**src/rtl/mips_pkg.sv**
```systemverilog
// Shared MIPS definitions for the write-back slice: opcodes, instruction field
// positions and the write-back FSM state type.
package mips_pkg;

  localparam logic [5:0] OP_RTYPE = 6'h00;
  localparam logic [5:0] OP_ADDI  = 6'h08;
  localparam logic [5:0] OP_ADDIU = 6'h09;
  localparam logic [5:0] OP_ANDI  = 6'h0C;
  localparam logic [5:0] OP_ORI   = 6'h0D;
  localparam logic [5:0] OP_XORI  = 6'h0E;
  localparam logic [5:0] OP_SLTI  = 6'h0A;
  localparam logic [5:0] OP_LUI   = 6'h0F;
  localparam logic [5:0] OP_LW    = 6'h23;
  localparam logic [5:0] OP_SW    = 6'h2B;
  localparam logic [5:0] OP_BEQ   = 6'h04;
  localparam logic [5:0] OP_J     = 6'h02;

  localparam int OP_MSB = 31;
  localparam int OP_LSB = 26;
  localparam int RT_MSB = 20;
  localparam int RT_LSB = 16;
  localparam int RD_MSB = 15;
  localparam int RD_LSB = 11;

  typedef enum logic {
    IDLE      = 1'b0,
    LOAD_WAIT = 1'b1
  } wb_state_e;

  typedef struct packed {
    logic       writes;
    logic       is_load;
    logic [4:0] dest;
  } dest_info_t;

endpackage

```
**src/rtl/wb_unit_if.sv**
```systemverilog
// Bus bundle between the retiring pipeline / load port (master) and the
// write-back unit (slave), including the register-file write port.
interface wb_unit_if #(
  parameter int CNT_W = 16
) ();
  import mips_pkg::*;

  // Instruction handshake: a transfer happens on a rising CLK edge where
  // In_valid && In_ready; Ins/Alu_res must be stable during that cycle.
  logic             In_valid;
  logic             In_ready;
  logic [31:0]      Ins;
  logic [31:0]      Alu_res;
  logic             Ld_valid;
  logic [31:0]      Ld_data;
  logic             Wen;
  logic [4:0]       Waddr;
  logic [31:0]      Wdata;
  logic             Ld_err;
  logic [CNT_W-1:0] Retired;
  wb_state_e        state;

  modport master (
    output In_valid, Ins, Alu_res, Ld_valid, Ld_data,
    input  In_ready, Wen, Waddr, Wdata, Ld_err, Retired, state
  );

  modport slave (
    input  In_valid, Ins, Alu_res, Ld_valid, Ld_data,
    output In_ready, Wen, Waddr, Wdata, Ld_err, Retired, state
  );

endinterface

```
**src/rtl/wb_dest_decode.sv**
```systemverilog
// Combinational destination decode of a MIPS instruction word; also usable by
// hazard logic to learn which register an instruction will write.
module wb_dest_decode
  import mips_pkg::*;
(
  input  logic [31:0] ins,
  output dest_info_t  info
);

  logic [5:0] op;
  logic       unused_bits;

  assign op          = ins[OP_MSB:OP_LSB];
  assign unused_bits = ^{ins[25:21], ins[10:0]};

  always_comb begin
    info = '0;
    case (op)
      OP_RTYPE: begin
        info.writes = 1'b1;
        info.dest   = ins[RD_MSB:RD_LSB];
      end
      OP_ADDI, OP_ADDIU, OP_ANDI, OP_ORI, OP_XORI, OP_SLTI, OP_LUI: begin
        info.writes = 1'b1;
        info.dest   = ins[RT_MSB:RT_LSB];
      end
      OP_LW: begin
        info.writes  = 1'b1;
        info.is_load = 1'b1;
        info.dest    = ins[RT_MSB:RT_LSB];
      end
      default: ;
    endcase
    // $0 is hard-wired, so a write to it is no write at all.
    if (info.dest == 5'd0) info.writes = 1'b0;
  end

endmodule

```
**src/rtl/wb_unit.sv**
```systemverilog
// Write-back stage: turns retiring instructions (and lw load responses) into
// single-cycle register-file write pulses, with load timeout and retire count.
module wb_unit
  import mips_pkg::*;
#(
  parameter int LD_TIMEOUT = 16,
  parameter int CNT_W      = 16
) (
  input  logic     CLK,
  input  logic     RST,
  wb_unit_if.slave bus
);

  localparam int                WAIT_W    = $clog2(LD_TIMEOUT);
  localparam logic [WAIT_W-1:0] WAIT_LAST = WAIT_W'(LD_TIMEOUT - 1);

  dest_info_t        dec;
  logic              in_ready;
  logic              accept;

  wb_state_e         state_q,   state_d;
  logic [WAIT_W-1:0] cnt_q,     cnt_d;
  logic [4:0]        dest_q,    dest_d;
  logic              wr_q,      wr_d;
  logic              wen_q,     wen_d;
  logic [4:0]        waddr_q,   waddr_d;
  logic [31:0]       wdata_q,   wdata_d;
  logic              err_q,     err_d;
  logic [CNT_W-1:0]  retired_q, retired_d;

  wb_dest_decode u_dec (
    .ins  (bus.Ins),
    .info (dec)
  );

  assign in_ready = RST && (state_q == IDLE);
  assign accept   = bus.In_valid && in_ready;

  always_comb begin
    state_d   = state_q;
    cnt_d     = cnt_q;
    dest_d    = dest_q;
    wr_d      = wr_q;
    wen_d     = 1'b0;
    waddr_d   = waddr_q;
    wdata_d   = wdata_q;
    err_d     = 1'b0;
    retired_d = retired_q;
    case (state_q)
      IDLE: begin
        if (accept) begin
          if (dec.is_load) begin
            state_d = LOAD_WAIT;
            cnt_d   = '0;
            dest_d  = dec.dest;
            wr_d    = dec.writes;
          end else begin
            retired_d = retired_q + CNT_W'(1);
            if (dec.writes) begin
              wen_d   = 1'b1;
              waddr_d = dec.dest;
              wdata_d = bus.Alu_res;
            end
          end
        end
      end
      LOAD_WAIT: begin
        // A response arriving in the final wait cycle still beats the timeout.
        if (bus.Ld_valid) begin
          state_d   = IDLE;
          retired_d = retired_q + CNT_W'(1);
          if (wr_q) begin
            wen_d   = 1'b1;
            waddr_d = dest_q;
            wdata_d = bus.Ld_data;
          end
        end else if (cnt_q == WAIT_LAST) begin
          state_d   = IDLE;
          err_d     = 1'b1;
          retired_d = retired_q + CNT_W'(1);
        end else begin
          cnt_d = cnt_q + WAIT_W'(1);
        end
      end
      default: state_d = IDLE;
    endcase
  end

  always_ff @(posedge CLK or negedge RST) begin
    if (!RST) begin
      state_q   <= IDLE;
      cnt_q     <= '0;
      dest_q    <= '0;
      wr_q      <= 1'b0;
      wen_q     <= 1'b0;
      waddr_q   <= '0;
      wdata_q   <= '0;
      err_q     <= 1'b0;
      retired_q <= '0;
    end else begin
      state_q   <= state_d;
      cnt_q     <= cnt_d;
      dest_q    <= dest_d;
      wr_q      <= wr_d;
      wen_q     <= wen_d;
      waddr_q   <= waddr_d;
      wdata_q   <= wdata_d;
      err_q     <= err_d;
      retired_q <= retired_d;
    end
  end

  assign bus.In_ready = in_ready;
  assign bus.Wen      = wen_q;
  assign bus.Waddr    = waddr_q;
  assign bus.Wdata    = wdata_q;
  assign bus.Ld_err   = err_q;
  assign bus.Retired  = retired_q;
  assign bus.state    = state_q;

endmodule

```
**src/flat_wrapper.sv**
```systemverilog
// flat-port wrapper written by rule: the top's interface ports become plain ports
module wb_unit_flat import mips_pkg::*;
#(
  parameter int LD_TIMEOUT = 16,
  parameter int CNT_W      = 16
)
  (CLK, RST, bus_In_valid, bus_Ins, bus_Alu_res, bus_Ld_valid, bus_Ld_data, bus_In_ready, bus_Wen, bus_Waddr, bus_Wdata, bus_Ld_err, bus_Retired, bus_state);
  wb_unit_if #(.CNT_W(CNT_W)) bus_i ();
  input  logic CLK;
  input  logic RST;
  input wire logic [$bits(bus_i.In_valid)-1:0] bus_In_valid;
  input wire logic [$bits(bus_i.Ins)-1:0] bus_Ins;
  input wire logic [$bits(bus_i.Alu_res)-1:0] bus_Alu_res;
  input wire logic [$bits(bus_i.Ld_valid)-1:0] bus_Ld_valid;
  input wire logic [$bits(bus_i.Ld_data)-1:0] bus_Ld_data;
  output wire logic [$bits(bus_i.In_ready)-1:0] bus_In_ready;
  output wire logic [$bits(bus_i.Wen)-1:0] bus_Wen;
  output wire logic [$bits(bus_i.Waddr)-1:0] bus_Waddr;
  output wire logic [$bits(bus_i.Wdata)-1:0] bus_Wdata;
  output wire logic [$bits(bus_i.Ld_err)-1:0] bus_Ld_err;
  output wire logic [$bits(bus_i.Retired)-1:0] bus_Retired;
  output wire logic [$bits(bus_i.state)-1:0] bus_state;
  assign bus_i.In_valid = bus_In_valid;
  assign bus_i.Ins = bus_Ins;
  assign bus_i.Alu_res = bus_Alu_res;
  assign bus_i.Ld_valid = bus_Ld_valid;
  assign bus_i.Ld_data = bus_Ld_data;
  assign bus_In_ready = bus_i.In_ready;
  assign bus_Wen = bus_i.Wen;
  assign bus_Waddr = bus_i.Waddr;
  assign bus_Wdata = bus_i.Wdata;
  assign bus_Ld_err = bus_i.Ld_err;
  assign bus_Retired = bus_i.Retired;
  assign bus_state = bus_i.state;
  wb_unit #(.LD_TIMEOUT(LD_TIMEOUT), .CNT_W(CNT_W)) u_core (.CLK(CLK), .RST(RST), .bus(bus_i));
endmodule
```
**config.mk**
```make
export PLATFORM = sky130hd
export DESIGN_NAME = wb_unit_flat
export DESIGN_NICKNAME = d
export VERILOG_FILES = /design/src/rtl/mips_pkg.sv /design/src/rtl/wb_unit_if.sv /design/src/rtl/wb_dest_decode.sv /design/src/rtl/wb_unit.sv /design/src/flat_wrapper.sv
export SDC_FILE = /design/constraint.sdc
export NUM_CORES = 1
export LEC_CHECK = 0
export CAP_MARGIN = 20
export CORE_MARGIN = 8
export CORE_UTILIZATION = 45
export DETAILED_ROUTE_END_ITERATION = 12
export GPL_ROUTABILITY_DRIVEN = 1
export PLACE_DENSITY_LB_ADDON = 0.3
export RECOVER_POWER = 50
export SYNTH_ARGS = -nofsm -noshare
export SYNTH_HDL_FRONTEND = slang
export SYNTH_SLANG_ARGS = --single-unit
```
**constraint.sdc**
```tcl
create_clock -name CLK -period 4.1 [get_ports CLK]
set_input_delay 0.41 -clock CLK [delete_from_list [all_inputs] [get_ports CLK]]
set_output_delay 0.41 -clock CLK [all_outputs]
set_load 0.1 [all_outputs]
```
**Run 1: cell placement**

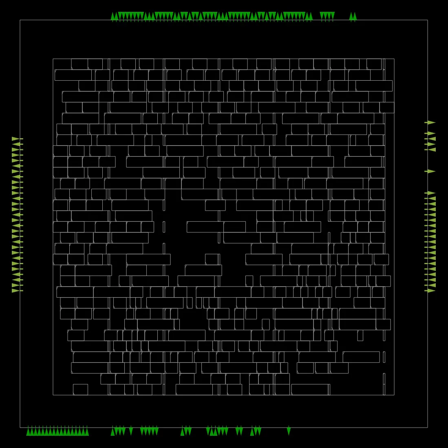
fillers: 548
placeable core region: 0.007214 mm2
final standard cell utilization of the core: 0.6949
fraction of area in registers: 0.3297
number of core rows: 31

**Run 1: routed clock nets over the placement**

Scale: 3 px per um.
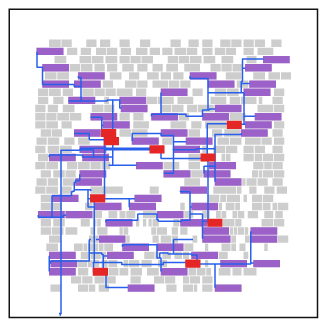
- clock wires: blue (length 862 um)
- clock-net drivers: red (count 9)
- flip-flops: purple (count 66)
- routed clock nets: 10
Clock Latency Late Sink: 340 ps
clock network fraction of design power: 0.188

**Run 1: placed cells, one color a class**

Scale: 3 px per um.
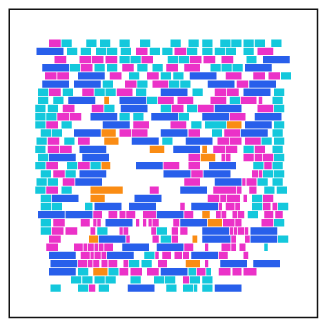
- registers: blue (cells 66; share of their area 34%)
- remaining buffers and delay cells: cyan (cells 144; share of their area 29%)
- clock drivers and dummy loads: orange (cells 16; share of their area 4.0%)
- remaining logic cells: magenta (cells 177; share of their area 33%)
Final Cell Area: 0.005014 mm2

==> run summary, run 1 <==
Synthesis and PnR results.

- The flow ran to the end, but the final reports show violations.
- The checks that failed: max-capacitance violations, max-slew violations.
- The number of flip-flops and latches in the synthesized netlist is 66.
- The power density normalized to cell area reads 568.6 mW/mm2.
- The count of max-cap constraint violations reads 1.
- The fraction of synthesized area in multiplexers is 0.2873.
- The part of the Yosys area used for sequential elements reads 0.4938.
- The launching element type of the critical path is a flop.
- For the sequential group, total power comes out at 0.867 mW.
- After detailed placement, the design holds a cell count of 486.
- The number of warnings reported in the stage logs is roughly 42.
- The met3 usage is 0.05381.
- The total standard cell area after synthesis reads 0.003344 mm2.
- The maximum resistive drop on vdd reads ~0.36 mV.
- The number of buffer and inverter instances along the worst setup path is 1.
- The most frequent cell after synthesis reads dfrtp_1.
- The endpoint of the worst hold-timing path is u_core.bus.Retired[15].
- The number of sinks driven by the clock tree reads about 66.
- The largest net degree at the start of global routing reads 68.
- The combinational family with the most area after synthesis reads multiplexers.
- The most area-hungry cell type in the Yosys netlist is dfrtp_1.
- The number of H-tree levels is 3.
- The area growth from synthesis to final layout reads 49.91%.
- The number of combinational gates with multiple inputs is 175.
- The nature of the critical path endpoint is an output port.
- The class of the tightest hold or removal check is reg -> reg.
- The number of DRC markers in iteration 0 reads 51.
- The number of buffers added by the clock tree synthesis step reads 9.
- The power report attributes to the combinational group a share of 0.508.
- The area enclosed by the die boundary is 0.01045 mm2.
- For this design the top-level I/O count stands at 157.
- The internal cell power reads roughly 1.4 mW.
- The global routing usage on met2 is 0.2939.
- The STA report counts the stages on the worst setup path as 1.
- The number of pins with negative max-slew slack in the final report is 68.
- The yosys synthesis chip area is about 0.0033 mm2.
- The OpenROAD report gives the critical path a data arrival time of roughly 2700 ps.
- Per the finish-stage timing summary, setup violations number 0.
- The post-route non-filler standard cell count is 502.
- The power report puts the leakage power at around 2.2 nW.
- The combinational power is 1.45 mW.
**Run 1: register map, names as in the netlist**

Scale: 3 px per um. Other sequential cells in the stronger gray, the rest of the logic in the fainter gray.
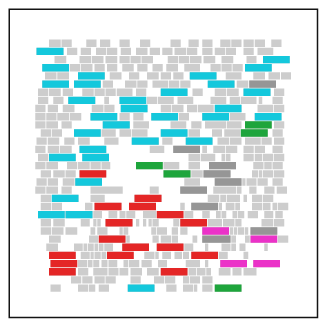

==> run 2, diff against run 1 <==
--- a/config.mk
+++ b/config.mk
@@ -7,7 +7,7 @@
 export LEC_CHECK = 0
 export CAP_MARGIN = 20
 export CORE_MARGIN = 8
-export CORE_UTILIZATION = 45
+export CORE_UTILIZATION = 37
 export DETAILED_ROUTE_END_ITERATION = 12
 export GPL_ROUTABILITY_DRIVEN = 1
 export PLACE_DENSITY_LB_ADDON = 0.3
==> constraint.sdc (replaced) <==
create_clock -name CLK -period 2.8 [get_ports CLK]
set_input_delay 0.28 -clock CLK [delete_from_list [all_inputs] [get_ports CLK]]
set_output_delay 0.28 -clock CLK [all_outputs]
set_load 0.1 [all_outputs]
**Run 2: register map, names as in the netlist**

Scale: 2 px per um. Other sequential cells in the stronger gray, the rest of the logic in the fainter gray.
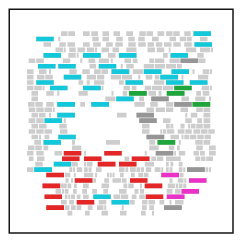
- u_core.bus.Wdata: cyan (sequential cells 32)
- u_core.cnt_q: magenta (sequential cells 4; where bottom right)
- u_core.bus.Retired: red (sequential cells 16)
- u_core.bus.Waddr: green (sequential cells 5)
- not colored: 9
area taken by flip-flops and latches: 0.001652 mm2
fraction of area in registers: 0.3450

==> run 2 against run 1 <==
  * Wire length down 3.4%
  * Largest cell class unchanged
  * Sequential cell count did not move
  * The run now ends clean
  * Cell count rose by 2.4%
  * Sequential share of layout area is 1.5 points higher
  * Largest power group unchanged
  * Critical path type is now reg -> reg
==> run summary, run 2 <==
Synthesis and PnR results.

- The total standard cell area after synthesis came to 0.003344 mm2 (unchanged).
- The maximum resistive drop on vdd is 0.4315 mV (was 0.3551 mV).
- The most frequent cell after synthesis was dfrtp_1 (unchanged).
- The largest net degree at the start of global routing reads 68 (unchanged).
- The part of the Yosys area used for sequential elements is 0.4938 (unchanged).
- The count of filler cells inserted in the layout reads 827 (was 548).
- The number of DRC markers in iteration 0 is 83 (was 51).
- The internal cell power is 1.894 mW (was 1.447 mW).
- The number of warnings the tools reported reads 42 (unchanged).
- Outcome: finished clean (was complete, but fails checks).
- The number of combinational gates with multiple inputs is 175 (unchanged).
- The antenna cell count came to 0 (unchanged).
- The area enclosed by the die boundary is 0.01234 mm2 (was 0.01045 mm2).
- The part of the power in combinational logic reads 0.505 (was 0.508).
- The fraction of synthesized cell area taken by the top area cell type is 0.4938 (unchanged).
- The met3 usage is 0.04275 (was 0.05381).
- The yosys synthesis chip area is 0.003344 mm2 (unchanged).
- The count of plain and timing-repair buffers is 147 (was 144).
- The class of the tightest hold or removal check reads in -> async (was reg -> reg).
- The number of pins with negative max-slew slack in the final report reads 0 (was 68).
- The most area-hungry cell type in the Yosys netlist is dfrtp_1 (unchanged).
- The clock network latency to the later pin of the worst-skew pair reads 340 ps (about the same).
- The reg-to-reg endpoint is u_core.bus.Waddr[3] (was u_core.bus.Wdata[6]).
- The share of total power in the clock network reads 0.173 (was 0.188).
- The number of buffer and inverter instances along the worst setup path reads 1 (unchanged).
- The final setup violation count reads 0 (unchanged).
- The standard cell area after detailed placement is 0.004728 mm2 (was 0.004832 mm2).
- The power density normalized to cell area is 820.2 mW/mm2 (was 568.6 mW/mm2).
- The number of placed cells counting well taps came to 498 (was 486).
- The arrival time of data at the critical path endpoint was 2570 ps (was 2650 ps).
- RSZ-0062 raised after global routing: no (unchanged).
- The number of flip-flops and latches in the synthesized netlist reads 66 (unchanged).
- The launching element type of the critical path reads a flop (unchanged).
- The combinational family with the most area after synthesis is multiplexers (unchanged).
- The fraction of synthesized area in multiplexers is 0.2873 (unchanged).
- The number of H-tree levels reads 3 (unchanged).
- The final worst hold slack reads 210.6 ps (was 495.0 ps).
- The instance count on the critical path is 4 (was 1).
- The number of buffers added by the clock tree synthesis step was 9 (unchanged).
- The sequential power is 1.26 mW (was 0.867 mW).
- The number of sinks driven by the clock tree reads 66 (unchanged).
- The site row count is 34 (was 31).
- The average wire per standard cell is 16.84 um (was 17.85 um).
- The launch point of the worst reg-to-reg path is u_core.bus.state (unchanged).
- The final-stage net count is 503 (was 500).
- The area growth from synthesis to final layout reads 43.14% (was 49.91%).
- The nature of the critical path endpoint is a flop (was output port).
- The count of max-cap constraint violations was 0 (was 1).
- The combinational power reads 1.98 mW (was 1.45 mW).
- The leakage power figure reads 2.171 nW (was 2.205 nW).
- The number of I/O pins came to 157 (unchanged).
**Run 2: placed cells, one color a class**

Scale: 2 px per um.
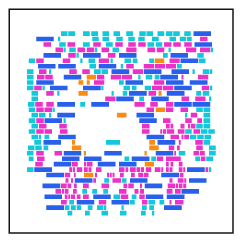
- registers: blue (cells 66; share of their area 36%)
- remaining buffers and delay cells: cyan (cells 147; share of their area 26%)
- clock drivers and dummy loads: orange (cells 16; share of their area 3.5%)
- remaining logic cells: magenta (cells 177; share of their area 35%)
placeable core region: 0.008763 mm2
Final Cell Area: 0.004787 mm2
final standard cell utilization of the core: 0.5463

Power is estimated from default activity; no workload was simulated.
